$ cat src/rtl/tx_fifo_stage_idle_n.sv
`default_nettype none
// ============================================================================
//  Module   : tx_fifo_stage_idle_n
//  Purpose  : N-entry holding stage between the TX FIFO read side and the
//             escaper. Circular buffer with skid headroom on the upstream
//             ready (out_idle), same-cycle push/pop, and a sticky overflow
//             flag for writes that arrive while the stage is full.
//  Options  : `define TX_STAGE_LEVEL_EN to expose the fill level on
//             out_level (width $clog2(DEPTH)+1, equal to the entry count).
//  Revision : 1.0 - initial release
// ============================================================================
module tx_fifo_stage_idle_n #(
  parameter int unsigned WR_WIDTH = 12,
  parameter int unsigned DEPTH    = 4,
  parameter int unsigned SKID     = 1
) (
  input  logic                      clock,
  input  logic                      reset_n,
  input  logic                      in_enable,
  input  logic                      in_en,
  input  logic [WR_WIDTH-1:0]       in_data,
  output logic                      out_idle,
  output logic                      out_en,
  output logic [WR_WIDTH-1:0]       out_data,
  input  logic                      in_idle,
  output logic                      ovf
`ifdef TX_STAGE_LEVEL_EN
  ,
  output logic [$clog2(DEPTH):0]    out_level
`endif
);

  // Pointer and occupancy widths. The count needs one extra bit so that a
  // full stage (count == DEPTH) is distinguishable from an empty one.
  localparam int unsigned PTR_W = $clog2(DEPTH);
  localparam int unsigned CNT_W = PTR_W + 1;

  localparam logic [CNT_W-1:0] FULL_COUNT = CNT_W'(DEPTH);
  localparam logic [CNT_W-1:0] IDLE_LIMIT = CNT_W'(DEPTH - SKID);
  localparam logic [PTR_W-1:0] PTR_ONE    = PTR_W'(1);
  localparam logic [CNT_W-1:0] CNT_ONE    = CNT_W'(1);

  // --------------------------------------------------------------------------
  // State registers
  // --------------------------------------------------------------------------
  logic [PTR_W-1:0] rd_ptr_q, rd_ptr_d;
  logic [PTR_W-1:0] wr_ptr_q, wr_ptr_d;
  logic [CNT_W-1:0] count_q,  count_d;
  logic             ovf_q,    ovf_d;

  // Read view of the storage entries, one slice per entry.
  logic [DEPTH-1:0][WR_WIDTH-1:0] mem_rd;

  // Handshake qualifiers for this cycle.
  logic is_empty;
  logic is_full;
  logic pop;
  logic push;
  logic drop;

  // --------------------------------------------------------------------------
  // Handshake decode
  // --------------------------------------------------------------------------
  assign is_empty = (count_q == '0);
  assign is_full  = (count_q == FULL_COUNT);

  // The escaper only samples on enabled cycles, so out_en itself is not
  // gated by in_enable; the pop that consumes the head word is.
  assign out_en   = !is_empty && in_idle;
  assign out_data = mem_rd[rd_ptr_q];

  // Ready to the FIFO leaves SKID entries free for words already in flight.
  assign out_idle = (count_q <= IDLE_LIMIT);

  assign pop  = in_enable && out_en;
  // A full stage can still take a word when the head leaves the same cycle.
  assign push = in_enable && in_en && (!is_full || pop);
  assign drop = in_enable && in_en && is_full && !pop;

  // --------------------------------------------------------------------------
  // Storage entries: each entry loads only when it is the write target of an
  // accepted push, otherwise it keeps its value (including while disabled).
  // --------------------------------------------------------------------------
  for (genvar gi = 0; gi < DEPTH; gi++) begin : g_entry
    logic [WR_WIDTH-1:0] entry_q, entry_d;

    // Next value for this entry: capture the incoming word on a push here.
    always_comb begin
      entry_d = entry_q;
      if (push && (wr_ptr_q == PTR_W'(gi))) begin
        entry_d = in_data;
      end
    end

    // Entry register; cleared on reset so out_data reads zero afterwards.
    always_ff @(posedge clock) begin
      if (!reset_n) begin
        entry_q <= '0;
      end else begin
        entry_q <= entry_d;
      end
    end

    assign mem_rd[gi] = entry_q;
  end

  // --------------------------------------------------------------------------
  // Next-state for pointers, occupancy and the sticky overflow flag.
  // push/pop/drop are already qualified by in_enable, so a disabled cycle
  // falls through to "hold" for every register.
  // --------------------------------------------------------------------------
  always_comb begin
    rd_ptr_d = rd_ptr_q;
    wr_ptr_d = wr_ptr_q;
    count_d  = count_q;
    ovf_d    = ovf_q;

    if (push) begin
      wr_ptr_d = wr_ptr_q + PTR_ONE;
    end
    if (pop) begin
      rd_ptr_d = rd_ptr_q + PTR_ONE;
    end

    // Simultaneous push and pop leaves the occupancy unchanged.
    if (push && !pop) begin
      count_d = count_q + CNT_ONE;
    end else if (pop && !push) begin
      count_d = count_q - CNT_ONE;
    end

    // A dropped word only marks the flag; it never clears until reset.
    if (drop) begin
      ovf_d = 1'b1;
    end
  end

  // Control registers; reset discards every held word without flushing.
  always_ff @(posedge clock) begin
    if (!reset_n) begin
      rd_ptr_q <= '0;
      wr_ptr_q <= '0;
      count_q  <= '0;
      ovf_q    <= 1'b0;
    end else begin
      rd_ptr_q <= rd_ptr_d;
      wr_ptr_q <= wr_ptr_d;
      count_q  <= count_d;
      ovf_q    <= ovf_d;
    end
  end

  assign ovf = ovf_q;

`ifdef TX_STAGE_LEVEL_EN
  // Fill level mirrors the occupancy register directly.
  assign out_level = count_q;
`endif

endmodule
`default_nettype wire

$ cat config.mk
export PLATFORM = sky130hd
export DESIGN_NAME = tx_fifo_stage_idle_n
export DESIGN_NICKNAME = d
export VERILOG_FILES = /design/src/rtl/tx_fifo_stage_idle_n.sv
export SDC_FILE = /design/constraint.sdc
export NUM_CORES = 1
export LEC_CHECK = 0
export CAP_MARGIN = 10
export CORE_AREA = 2 2 78 117
export DETAILED_ROUTE_END_ITERATION = 16
export DIE_AREA = 0 0 80 119
export HOLD_SLACK_MARGIN = 0.08
export SYNTH_ARGS = -nofsm -noshare
export SYNTH_HDL_FRONTEND = slang
export SYNTH_SLANG_ARGS = --single-unit
$ cat constraint.sdc
create_clock -name clock -period 3 [get_ports clock]
set_clock_uncertainty 0.1 [all_clocks]
set_input_delay 0.6 -clock clock [delete_from_list [all_inputs] [get_ports clock]]
set_output_delay 0.6 -clock clock [all_outputs]
set_load 0.02 [all_outputs]
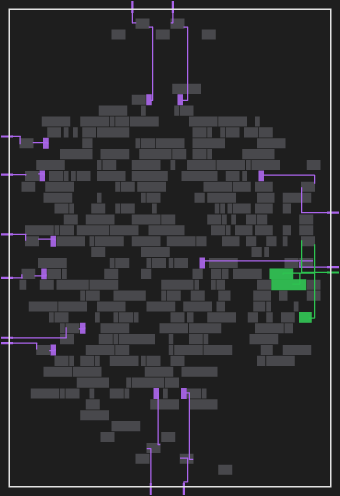
Fig. 1. Port wiring (run 1).
Drawn at 4 px/um.
Key: green = in_idle [bits 1, direction input, end cells 3, buffers 1, wire 47.1 um]; purple = in_data [bits 12, direction input, end cells 12, buffers 12, wire 219 um]

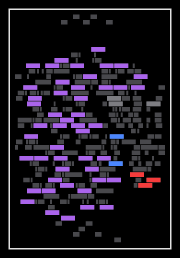
Fig. 2. Sequential cells grouped by signal name (run 1).
Drawn at 2 px/um. Other sequential cells in the stronger gray, the rest of the logic in the fainter gray.
Key: blue = rd_ptr_q [placed flops 2]; red = count_q [placed flops 3]; purple = g_entry.entry_q [placed flops 48]

==> Changelog: implementation, run 1 <==
## Implementation

* Status: completed
* Initial antenna violation count at 0
* CP arrival at 1.94 ns
* Mapped Cells at 233
* Top area cell types: dfxtp_1, mux2i_1, mux4_2, nand2_1, ha_1
* OpenROAD warnings at 29
* Initial core utilization at 29.1%
* Final min period at 2.64 ns
* Met1 Resource Use GR at 15.9%
* Slew of the pin with the lowest slew margin at 0.457 ns
* Sequential area share after synthesis at 44.8%
* Routed WL at 5300 um
* Synth warn at 0
* Fin crit share at 88.1%
* Max-cap violations at 0
* Max stage delay on crit path at 0.59 ns
* # diodes at 0
* Yosys Chip Area at 2500 um2
* Fin. Hold Viols at 0
* Post-DP HPWL at 3610 um
* Cell Int Power at 1.24 mW
* LEAKAGE at 1.07 nW
* Layout cells sized above 1 at 13.9%
* Crit path from: in_idle
* Vias in the first global route at 1783
* Core area at 8620 um2
* Setup CP Type: primary input to primary output
* GRT Residual Overflow at 0
* H-tree levels at 2
* Met2 Use GR at 19.0%
* Storage element area at 1120 um2
* Worst Setup Start Kind: primary input
* Flops after synth at 56
* Unrepaired setup endpoints after global routing: no
* Post-route ant nets at 0
* Remaining DRCs at 0
* GRT Overall Usage at 11.9%
* FF-to-FF Start: count_q[0]
* Yosys cell count at 233
* Cts hold-fix bufs at 0
* Fin Setup TNS at 0 ns
* IO Pins at 32
* Net Count, Synth at 256
* Root Driver: clkbuf_16
* Area Growth Syn to Fin at 25.3%
* Seq pwr share at 48.9%
* Clock network power share at 33.2%
* Filler instances at 881
* Logic area at 1310 um2
* Clk pin slew, worst setup/hold paths at 0.07 ns
* Design area at 3140 um2
* Max FO, Critical Path at 3
* Crit end category: primary output
* CTS buffer count at 5
* Die extent in x at 80 um
* Late-Pin Clk Latency at 0.28 ns
* Vias at 1690
* Largest net degree at the start of global routing at 41
* CP cell instances: clkdlybuf4s50_1 > o31a_1 > clkdlybuf4s50_1
* FMAX at 0.378 GHz
* VDD IR max at 0.000297 V
* Post-Syn Area at 2500 um2
* Pins Over Slew Limit at 0
* Placed inst area at 3000 um2
* Final setup viols at 0
* Slowest CP cell: clkdlybuf4s50_1
* Distinct cells, synth at 24
* Hold path start: g_entry[0].entry_q[1]
* IO buf count at 31
* Met3 usage at 2.73%
* Switching pwr at 433 uW
* Crit path DRT at 2.30 ns
* Switching Share at 25.9%
* 1st-pass router iterations at 4
* CTS tree: done
* Comb pwr share at 18.0%
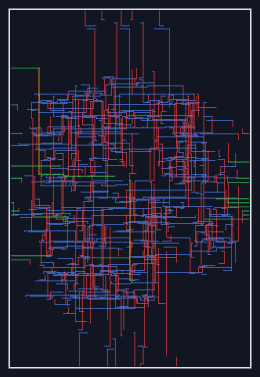
Fig. 3. Routed metal, one color a layer (run 1).
Drawn at 3 px/um.
Key: red = met2 [wire length 2520 um]; blue = met1 [wire length 2530 um]; orange = met4 [wire length 68.7 um]; green = met3 [wire length 183 um]

==> run 1: placed cells by master (no fill, tap or decap), types with 2 or more instances in the layout <==
cell type	count
a21boi_0	2
and2_1	2
buf_12	2
buf_4	10
clkbuf_16	5
clkdlybuf4s50_1	30
dfxtp_1	56
ha_1	5
inv_1	5
mux2i_1	51
mux4_2	12
nand2_1	65
nor2b_1	2
nor3b_2	4
o21ai_0	2
or3_1	2
xnor2_1	2
==> run 1: area by class of cell <==
class,count,share of cell area [%]
Clock buffer,6,4.11
Clock inverter,1,0.160
Inverter,5,0.598
Multi-Input combinational cell,156,41.6
Sequential cell,56,35.7
Tap cell,110,4.39
Timing Repair Buffer,43,13.4
==> run 1: Yosys cell counts <==
master	instances
o21ai_0	2
nand2_1	65
o31a_1	1
xnor2_1	2
nor2_1	1
or3_1	2
inv_1	5
xor2_1	1
buf_4	3
a31oi_1	1
nor3b_2	1
nor3b_1	3
fa_1	1
clkbuf_1	11
nor2b_1	2
dfxtp_1	56
mux2i_1	51
nor4b_4	1
and2_1	2
ha_1	5
a21boi_0	2
o311ai_2	1
buf_2	2
mux4_2	12
==> run 1: logic make-up after synthesis <==
group	share of synthesized area, %
compound gates	2.25
xor+xnor	1.05
fa+ha+maj	3.30
buf+inv	3.70
flops	44.8
mux	31.2
simple gates	13.7
==> run 1: power groups by stage <==
stage	registers (mW)	clock network [mW]	logic (mW)
2_1_floorplan	0.821	0	0.194
3_3_place_gp	0.833	0	0.298
3_5_place_dp	0.834	0	0.304
4_1_cts	0.817	0.571	0.306
5_1_grt	0.822	0.606	0.331
6_report	0.817	0.555	0.300
==> run 1: path summary, 6_finish.rpt <==
kind / endpoint / slack, ns / cells after the start
max: out_en / 0.36 / 3
min: g_entry[0].entry_q[1] / 0.35 / 2
max reg2reg: count_q[2] / 0.67 / 7
min reg2reg: g_entry[0].entry_q[1] / 0.35 / 2
==> run 1: layer usage <==
| metal | vias to the layer above | share of wire, % |
|---|---|---|
| met3 | 5 | 3.4 |
| met5 | - | 0 |
| met4 | 0 | 1.3 |
| met1 | 799 | 48 |
| met2 | 28 | 48 |
| li1 | 858 | - |
==> run 1: per-stage QoR <==
step                instances  utilization (%)  power [mW]  worst slack, ns
floorplan                 233                -        1.02            0.698
global placement          370             34.8        1.13            0.167
detailed placement        370             34.8        1.14           0.0604
CTS                       377             36.4        1.69            0.343
global route              377             36.4        1.76            0.196
finish                    377             36.4        1.67            0.358
==> run 1: flip-flops by register name (all words and copies together), names as in the netlist <==
signal and flops:
wr_ptr_q 2, count_q 3, rd_ptr_q 2, g_entry.entry_q 48, ovf 1
==> run 1: critical path: cells and delay by family <==
| family | cells | cell delay [ns] |
|---|---|---|
| buf+inv | 2 | 1.16 |
| compound gates | 1 | 0.18 |
==> inputs of run 2 (changes only) <==
RECOVER_POWER = 50   (was default)
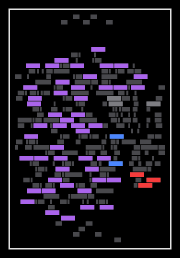
Fig. 4. Sequential cells grouped by signal name (run 2).
Drawn at 2 px/um. Other sequential cells in the stronger gray, the rest of the logic in the fainter gray.
Key: red = count_q [placed flops 3]; blue = rd_ptr_q [placed flops 2]; purple = g_entry.entry_q [placed flops 48]
Another 3 sequential cells are not colored.

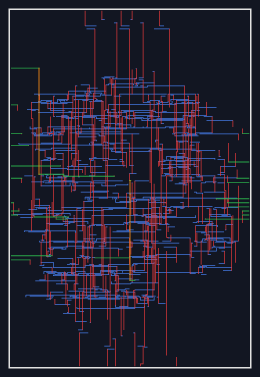
Fig. 5. Routed metal, one color a layer (run 2).
Drawn at 3 px/um.
Key: red = met2 [wire length 2500 um]; green = met3 [wire length 183 um]; orange = met4 [wire length 68.7 um]; blue = met1 [wire length 2510 um]

==> Changelog: implementation, run 2 <==
## Implementation

* Status: completed
* Root Driver: clkbuf_16
* Fin worst setup slack at 0.358 ns
* Asr flop ratio synth at 0%
* IO Pins at 32
* Post-synth top cells: nand2_1, dfxtp_1, mux2i_1
* Late-Pin Clk Latency at 0.28 ns
* Initial antenna violation count at 0
* Post-route ant nets at 0
* CP Buf/Inv Count at 2
* Setup CP Type: primary input to primary output
* Cts hold-fix bufs at 0
* Die extent in x at 80 um
* OpenROAD warnings at 29
* Fin. Hold Viols at 0
* FF-to-FF path depth at 7
* VDD IR max at 0.000296 V
* Net Count, Synth at 256
* Worst hold stages at 2
* 1st-pass router iterations at 4
* Top area cell types: dfxtp_1, mux2i_1, mux4_2, nand2_1, ha_1
* Flops after synth at 56
* Yosys cell count at 233
* CP cell instances: clkdlybuf4s50_1 > o31a_1 > clkdlybuf4s50_1
* Area Growth Syn to Fin at 23.7%
* Top Layout Cells: nand2_1, dfxtp_1, mux2i_1
* CP arrival at 1.94 ns
* Max stage delay on crit path at 0.59 ns
* Switching pwr at 431 uW
* Comb pwr share at 17.7%
* CTS tree: done
* Slew of the pin with the lowest slew margin at 1.07 ns
* Post-synth EDFFs at 0
* Storage element area at 1120 um2
* Most frequent cell after synthesis: nand2_1
* # diodes at 0
* Worst Setup Start Kind: primary input
* Crit end category: primary output
* GRT Overall Usage at 11.9%
* Initial core utilization at 29.1%
* Remaining DRCs at 0
* FF-to-FF Start: count_q[0]
* Placed inst area at 3000 um2
* Post-Syn Area at 2500 um2
* Vias at 1687
* Logic area at 1280 um2
* Design area at 3100 um2
* Reg2Reg Capture Point: count_q[2]
* Clock network power share at 33.3%
* Final Non-Filler Cells at 377
* Distinct cells, synth at 24
* Slowest CP cell: clkdlybuf4s50_1
* Sequential area share after synthesis at 44.8%
* Top cell excl fill/tap: nand2_1
* Pins Over Slew Limit at 0
* Largest regs: g_entry.entry_q (48), count_q (3)
* CTS buffer count at 5
* Fin Setup TNS at 0 ns
* Largest net degree at the start of global routing at 41
* Filler instances at 882
* Fin crit share at 88.1%
* Tightest Hold Check Type: register to register
* Clk pin slew, worst setup/hold paths at 0.06 ns
* Yosys Chip Area at 2500 um2
* Seq pwr share at 49.0%
* Max FO, Critical Path at 3
* Vias in the first global route at 1783
* Hold path start: g_entry[2].entry_q[1]
* Final min period at 2.64 ns
* Synth warn at 0
* DP Cell Count at 370
* LEAKAGE at 1.05 nW
* H-tree levels at 2
* FMAX at 0.378 GHz
* Final setup viols at 0
* Cell Int Power at 1.24 mW
* Routed WL at 5260 um
* Core area at 8620 um2
* Mapped Cells at 233
* Switching Share at 25.9%
* Max-cap violations at 0
* IO buf count at 31
* GRT Residual Overflow at 0
## run 2: cell counts after synthesis
Identical to the previous run, type by type.
## run 2: worst reg2reg max path: stages, from the launching register on
cell	delay, ns
dfxtp_1	0.40
o311ai_2	0.42
ha_1	0.26
inv_1	0.06
fa_1	0.37
xor2_1	0.16
or3_1	0.31
a21boi_0	0.17
## run 2: logic make-up (layout without fill, tap and decap cells)
kind of cell,count (synthesis),in the layout,share of synthesized area [%]
compound gates,7,7,2.25
mux,63,63,31.2
xor+xnor,3,3,1.05
flops,56,56,44.8
fa+ha+maj,6,6,3.30
buf+inv,21,55,3.70
simple gates,77,77,13.7
## run 2: worst max-delay path by stage
| stage | from | end | slack (ns) | cells after the start |
|---|---|---|---|---|
| after CTS | in_idle | out_en | 0.34 | 3 |
| after global routing | in_idle | count_q[2] | 0.26 | 9 |
| after detailed placement | in_idle | count_q[2] | 0.06 | 9 |
| after floorplan | in_en | count_q[2] | 0.70 | 8 |
| after global placement | in_idle | count_q[2] | 0.17 | 9 |
| final | in_idle | out_en | 0.36 | 3 |
## run 2: routing by layer
| metal | GRT usage (%) | vias to the layer above | share of wire (%) |
|---|---|---|---|
| met2 | 19.0 | 28 | 48 |
| met3 | 2.73 | 5 | 3.5 |
| met1 | 15.9 | 794 | 48 |
| met5 | 0 | - | 0 |
| li1 | - | 860 | - |
| met4 | 3.81 | 0 | 1.3 |
## run 2: stage by stage
step           total power [mW]  util [%]  hold slack, ns
2_1_floorplan              1.02         -           0.332
3_3_place_gp               1.13      34.8           0.339
3_5_place_dp               1.14      34.8           0.346
4_1_cts                    1.69      36.4           0.355
5_1_grt                    1.75      35.9           0.376
6_report                   1.67      35.9           0.355
## run 2: area by class of cell
cell class	count	share of cell area, %
repair buffers	43	13.0
flip-flops and latches	56	36.2
clock inverters	1	0.162
well taps	110	4.44
clock buffers	6	4.16
inverters	5	0.606
multi-input cells	156	41.5
## run 2: power groups by stage
stage	Combinational (mW)	Clock (mW)	Sequential, mW
2_1_floorplan	0.194	0	0.821
3_3_place_gp	0.298	0	0.833
3_5_place_dp	0.304	0	0.834
4_1_cts	0.306	0.571	0.817
5_1_grt	0.327	0.606	0.822
6_report	0.296	0.554	0.817
==> inputs of run 3 (changes only) <==
CTS_CLUSTER_SIZE = 25   (was default)
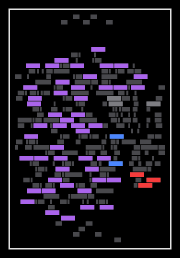
Fig. 6. Sequential cells grouped by signal name (run 3).
Drawn at 2 px/um. Other sequential cells in the stronger gray, the rest of the logic in the fainter gray.
sequential share of cell area: 36.2%
storage element area: 1120 um2
final core area utilization: 35.9%

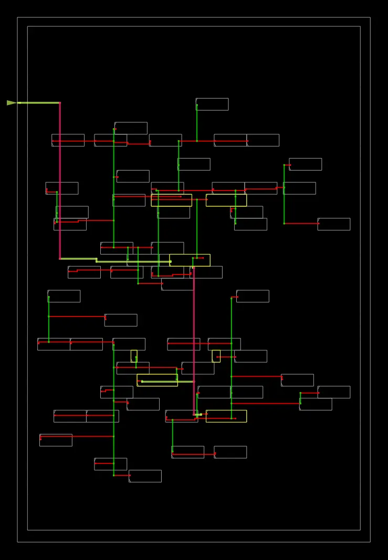
Fig. 7. Clock nets (run 3).
clk sinks: 56
Clock buffer cells: 6
Flops: 56
Clk. pwr: 554 uW
Late-Pin Clk Latency: 0.28 ns

==> Changelog: implementation, run 3 <==
## Implementation

* Logic area at 1280 um2
* FMAX at 0.378 GHz
* Tightest Hold Check Type: register to register
* Worst Setup Start Kind: primary input
* Pins Over Slew Limit at 0
* Cts hold-fix bufs at 0
* GRT Overall Usage at 11.9%
* Crit end category: primary output
* OpenROAD warnings at 29
* Net Count, Synth at 256
* Post-synth top cells: nand2_1, dfxtp_1, mux2i_1
* CP arrival at 1.94 ns
* Root Driver: clkbuf_16
* Placed inst area at 3000 um2
* Yosys Chip Area at 2500 um2
* Post-synth EDFFs at 0
* Post-Syn Area at 2500 um2
* Final min period at 2.64 ns
* Final setup viols at 0
* Most frequent cell after synthesis: nand2_1
* Hold path start: g_entry[2].entry_q[1]
* Remaining DRCs at 0
* Top area cell types: dfxtp_1, mux2i_1, mux4_2, nand2_1, ha_1
* Fin Setup TNS at 0 ns
* IO buf count at 31
* Unrepaired setup endpoints after global routing: no
* Design area at 3100 um2
* Max-cap violations at 0
* GRT Residual Overflow at 0
* Core area at 8620 um2
* Distinct cells, synth at 24
* Largest net degree at the start of global routing at 41
* Power Total at 1.67 mW
* Max reg flops at 48
* Largest regs: g_entry.entry_q (48), count_q (3)
* VDD IR max at 0.000296 V
* Min Hold Slack at 0.355 ns
* IO Pins at 32
* Top cell excl fill/tap: nand2_1
* Initial core utilization at 29.1%
* Vias in the first global route at 1783
* FF-to-FF Start: count_q[0]
* H-tree levels at 2
* Layout cells sized above 1 at 10.5%
* # diodes at 0
* Status: completed
* Initial antenna violation count at 0
* Post-DP HPWL at 3610 um
* Mapped Cells at 233
* CTS buffer count at 5
* Clk pin slew, worst setup/hold paths at 0.06 ns
* Yosys cell count at 233
* Area Growth Syn to Fin at 23.7%
* Vias at 1687
* Crit path from: in_idle
* Top reg by flops: g_entry.entry_q
* Setup CP Type: primary input to primary output
* Max FO, Critical Path at 3
* Slew of the pin with the lowest slew margin at 1.07 ns
run 3: cell counts in the layout (fill, tap and decap cells not counted):
No cell type changed its count.
run 3: where the power goes:
group	leakage (nW)	internal [mW]	switching (mW)	total [mW]
clock	0.0667	0.304	0.250	0.554
sequential	0.453	0.777	0.0401	0.817
combinational	0.532	0.154	0.141	0.296
total	1.05	1.24	0.431	1.67
run 3: final timing paths:
kind                            cells past startpoint  slack (ns)                     to
worst max-delay path                                3        0.36                 out_en
worst min-delay path                                2        0.35  g_entry[2].entry_q[1]
worst max register to register                      7        0.68             count_q[2]
worst min register to register                      2        0.35  g_entry[2].entry_q[1]
run 3: worst max-delay path, stage by stage:
cell and delay, ns:
clkdlybuf4s50_1 0.57, o31a_1 0.18, clkdlybuf4s50_1 0.59
run 3: logic make-up (layout without fill, tap and decap cells):
group	count (synthesis)	count (layout)	synth area share, %
simple gates	77	77	13.7
buf+inv	21	55	3.70
fa+ha+maj	6	6	3.30
flops	56	56	44.8
mux	63	63	31.2
compound gates	7	7	2.25
xor+xnor	3	3	1.05
run 3: cell type report:
cell class / instances / share of cell area (%)
Inverter: 5 / 0.606
Timing Repair Buffer: 43 / 13.0
Clock inverter: 1 / 0.162
Tap cell: 110 / 4.44
Sequential cell: 56 / 36.2
Multi-Input combinational cell: 156 / 41.5
Clock buffer: 6 / 4.16
run 3: per-stage QoR:
| step | std cells | utilization (%) | setup WS [ns] |
|---|---|---|---|
| 2_1_floorplan | 233 | - | 0.698 |
| 3_3_place_gp | 370 | 34.8 | 0.167 |
| 3_5_place_dp | 370 | 34.8 | 0.0604 |
| 4_1_cts | 377 | 36.4 | 0.343 |
| 5_1_grt | 377 | 35.9 | 0.262 |
| 6_report | 377 | 35.9 | 0.358 |
run 3: routing by layer:
layer | global-route usage (%) | routed length (um) | vias up
met4 | 3.81 | 68 | 0
met2 | 19.0 | 2500 | 28
met3 | 2.73 | 182 | 5
met5 | 0 | 0 | -
li1 | - | - | 860
met1 | 15.9 | 2510 | 794
Power figures rest on the tool's default switching activity, not on a simulated workload.
